<file path="config.mk">
export PLATFORM = sky130hd
export DESIGN_NAME = prog_fetch
export DESIGN_NICKNAME = d
export VERILOG_FILES = /design/src/rtl/prog_fetch.sv
export SDC_FILE = /design/constraint.sdc
export NUM_CORES = 1
export LEC_CHECK = 0
export CAP_MARGIN = 5
export CORE_MARGIN = 2
export CORE_UTILIZATION = 55
export DETAILED_ROUTE_END_ITERATION = 16
export PLACE_DENSITY = 0.75
export SYNTH_ARGS = -nofsm -noshare
export SYNTH_HDL_FRONTEND = slang
export SYNTH_SLANG_ARGS = --single-unit
</file>
<file path="constraint.sdc">
create_clock -name i_clk -period 5.7 [get_ports i_clk]
set_input_delay 1.14 -clock i_clk [delete_from_list [all_inputs] [get_ports i_clk]]
set_output_delay 1.14 -clock i_clk [all_outputs]
set_load 0.02 [all_outputs]
</file>
<file path="src/rtl/prog_fetch.sv">
// Program fetch sequencer: IDLE/RUN/HALT control, program counter with
// LUT-based branch targets, and a saturating retired-instruction counter.
module prog_fetch #(
    parameter int PC_W   = 10,
    parameter int LUT_AW = 6,
    parameter int CNT_W  = 16
) (
    input  logic              i_clk,
    input  logic              i_rst_n,
    input  logic              i_start,
    input  logic              i_done_in,
    input  logic              i_jen,
    input  logic [7:0]        i_jptr,
    input  logic              i_branch_cond,
    input  logic              i_stall,
    input  logic              i_lut_we,
    input  logic [LUT_AW-1:0] i_lut_addr,
    input  logic [PC_W-1:0]   i_lut_data,
    output logic [PC_W-1:0]   o_prog_ctr,
    output logic              o_fetch,
    output logic              o_done,
    output logic [CNT_W-1:0]  o_instr_cnt
);

    localparam int LUT_DEPTH = 1 << LUT_AW;

    localparam logic [1:0] S_IDLE = 2'd0;
    localparam logic [1:0] S_RUN  = 2'd1;
    localparam logic [1:0] S_HALT = 2'd2;

    logic [1:0]       r_state;
    logic [PC_W-1:0]  r_pc;
    logic [CNT_W-1:0] r_cnt;
    logic             r_fetch;
    logic             r_done;
    logic [PC_W-1:0]  r_lut [LUT_DEPTH];

    logic [1:0]        w_state_nxt;
    logic [PC_W-1:0]   w_pc_nxt;
    logic [CNT_W-1:0]  w_cnt_nxt;
    logic [LUT_AW-1:0] w_jidx;
    logic              w_lut_wr;

    assign w_jidx   = i_jptr[LUT_AW-1:0];
    assign w_lut_wr = i_lut_we && (r_state != S_RUN);

    // Next-state, next-PC and retire-count selection
    always_comb begin
        w_state_nxt = r_state;
        w_pc_nxt    = r_pc;
        w_cnt_nxt   = r_cnt;
        case (r_state)
            S_IDLE, S_HALT: begin
                if (i_start) begin
                    w_state_nxt = S_RUN;
                    w_pc_nxt    = {PC_W{1'b0}};
                    w_cnt_nxt   = {CNT_W{1'b0}};
                end else begin
                    w_state_nxt = r_state;
                end
            end
            S_RUN: begin
                if (!i_stall) begin
                    // The halting instruction still retires; the counter never wraps
                    if (r_cnt == {CNT_W{1'b1}}) begin
                        w_cnt_nxt = r_cnt;
                    end else begin
                        w_cnt_nxt = r_cnt + {{(CNT_W-1){1'b0}}, 1'b1};
                    end
                    if (i_done_in) begin
                        w_state_nxt = S_HALT;
                    end else if (i_jen && i_branch_cond) begin
                        w_pc_nxt = r_lut[w_jidx];
                    end else begin
                        w_pc_nxt = r_pc + {{(PC_W-1){1'b0}}, 1'b1};
                    end
                end else begin
                    w_state_nxt = r_state;
                end
            end
            default: begin
                w_state_nxt = S_IDLE;
                w_pc_nxt    = {PC_W{1'b0}};
                w_cnt_nxt   = {CNT_W{1'b0}};
            end
        endcase
    end

    // Control and datapath registers; status flags follow the next state
    always_ff @(posedge i_clk or negedge i_rst_n) begin
        if (!i_rst_n) begin
            r_state <= S_IDLE;
            r_pc    <= {PC_W{1'b0}};
            r_cnt   <= {CNT_W{1'b0}};
            r_fetch <= 1'b0;
            r_done  <= 1'b0;
        end else begin
            r_state <= w_state_nxt;
            r_pc    <= w_pc_nxt;
            r_cnt   <= w_cnt_nxt;
            r_fetch <= (w_state_nxt == S_RUN);
            r_done  <= (w_state_nxt == S_HALT);
        end
    end

    // Jump-target table, writable only while no program is running
    always_ff @(posedge i_clk or negedge i_rst_n) begin
        if (!i_rst_n) begin
            for (int i = 0; i < LUT_DEPTH; i++) begin
                r_lut[i] <= {PC_W{1'b0}};
            end
        end else if (w_lut_wr) begin
            r_lut[i_lut_addr] <= i_lut_data;
        end
    end

    assign o_prog_ctr  = r_pc;
    assign o_fetch     = r_fetch;
    assign o_done      = r_done;
    assign o_instr_cnt = r_cnt;

endmodule

</file>
==> reports/qor.csv <==
metric;value;unit
result_of_the_run;complete, no violations;
logic_area;13600;µm²
yosys.cell_types.count;68;
drtPass1Iterations;5;
min_period;3.54;ns
buffers_inserted_by_post_cts_timing_repair;0;
leakage;0.0158;µW
final_antenna_net_count;0;
endpoint_kind;flop;
num_rows;87;
xor_share;0.226;%
boundaryPins;60;
r2r.worst_path.cells;5;
postSynthSeqShare;54.0;%
clkTransAtPathRegs;0.06;ns
final_setup_skew;0.0151;ns
clock_sinks;670;
synth_top_flop_cell;dfrtp_1;
ys_area;31000;µm²
warnings;34;
cts.htree.levels;3;
maximum_number_of_pins_on_one_net_before_global_route_repair;123;
area_growth_syn_to_layout;10.7;%
==> final cells by class <==
class,count,share of cell area (%)
sequential,670,48.8
multi-input combinational,1211,39.5
clock buffer,106,5.99
tap,756,2.75
timing repair buffer,83,2.34
clock inverter,15,0.539
inverter,6,0.0655
antenna,1,0.00728
==> how the worst min path moves through the flow <==
| stage | from | endpoint | slack (ns) | cells past startpoint |
|---|---|---|---|---|
| global placement | r_lut[220] | r_lut[220] | 0.48 | 1 |
| finish | r_lut[220] | r_lut[220] | 0.50 | 1 |
| detailed placement | r_lut[220] | r_lut[220] | 0.49 | 1 |
| floorplan | r_lut[257] | r_lut[257] | 0.47 | 1 |
| CTS | r_lut[270] | r_lut[270] | 0.50 | 1 |
| global route | r_lut[171] | r_lut[171] | 0.51 | 1 |
==> synthesized netlist by cell type (all sizes together), types with 6 or more instances <==
cell,number
dfrtp,670
mux2,644
mux4,165
clkbuf,92
nor2,79
nand2,58
buf,53
mux2i,40
nand3,26
a21oi,25
o21ai,20
a22oi,12
nor2b,12
and2,10
nand4,10
or3,7
a22o,6
a31oi,6
and3,6
nand2b,6
nor3,6
o31ai,6
==> critical path, stage by stage <==
cell	delay (ns)
clkbuf_8	0.65
buf_4	0.44
mux4_2	0.56
mux4_2	0.47
mux2i_1	0.45
o211ai_1	0.13
==> logic make-up after synthesis <==
logic type | Yosys count
AND/OR/NAND/NOR | 238
buffers and inverters | 151
AND-OR/OR-AND | 114
multiplexers | 849
XOR/XNOR | 8
adder cells (fa/ha/maj) | 2
flip-flops | 670
==> where the power goes <==
part | internal, µW | leakage, µW | switching [µW] | total [µW]
clock | 2670 | 0.00109 | 1850 | 4520
combinational | 1050 | 0.00559 | 868 | 1920
sequential | 5520 | 0.00909 | 400 | 5920
total | 9240 | 0.0158 | 3120 | 12400
==> stage by stage <==
stage | utilization (%) | power, µW | cells
after floorplan | - | 7250 | 2032
after global placement | 57.3 | 7760 | 2726
after detailed placement | 57.3 | 7910 | 2726
after CTS | 61.3 | 12400 | 2847
after global routing | 61.3 | 12900 | 2848
final | 61.3 | 12400 | 2848
==> flip-flops by register name (all words and copies together), names as in the netlist <==
name / cells
r_lut: 640
o_instr_cnt: 16
o_prog_ctr: 10
r_state: 2
o_done: 1
o_fetch: 1
==> metal layers <==
metal | vias up | track usage (%) | part of all wire, %
met2 | 649 | 43.4 | 48
met4 | 2 | 8.51 | 2.5
met5 | - | 0 | 0.017
met1 | 9929 | 38.2 | 43
li1 | 7617 | - | -
met3 | 131 | 4.94 | 6.7
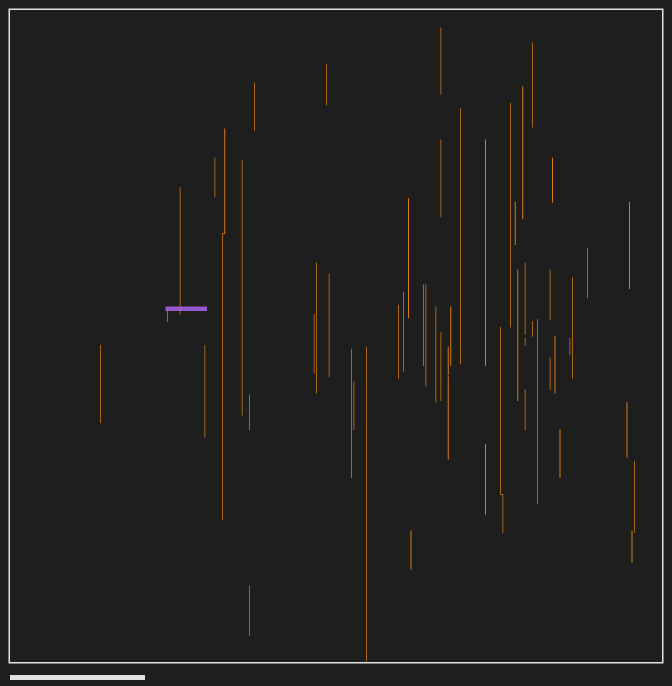
**Above:** routed metal, one color a layer.
The bar under the picture is 50 µm long. Two of the layers only.
Key: met4 = orange [wire length 1,940 µm]; met5 = purple [wire length 13.8 µm]
Routed Wire Length: 77.5 mm
detailed-route via count: 18,300
final routed wire length divided by cell count: 27.2 µm

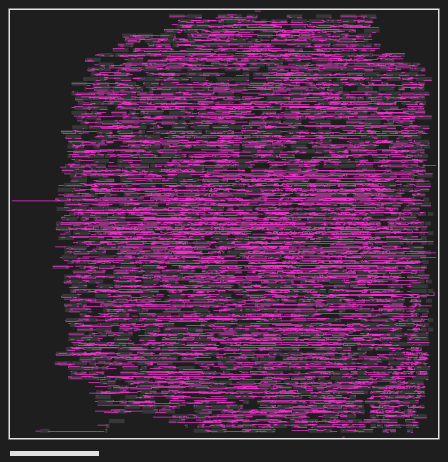
**Above:** metal 1.
The bar under the picture is 50 µm long.
The wires run mostly horizontal. The longest straight run is 94.8 µm. The layer carries 33.1 mm of wire.
global-route met1 utilization: 38.2%

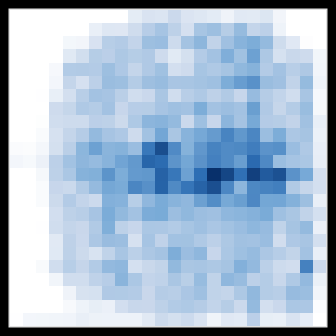
**Above:** wiring heat map.
The die is cut into 24 by 24 equal tiles; white is low, dark blue is high, scaled to the fullest tile. Values are wire area over tile area, all layers added.
The mean over all tiles is 0.21. 14% of the tiles are nearly empty. The densest ninth of the die: center.
All-Layer GR Usage: 27.2%

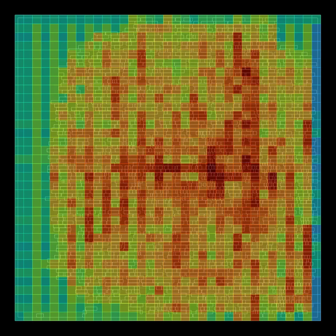
**Above:** routing congestion.
GRT busiest layer: met2
global-route track usage on met2: 43.4%

No activity file was given, so power comes from the tool's default toggle rates.
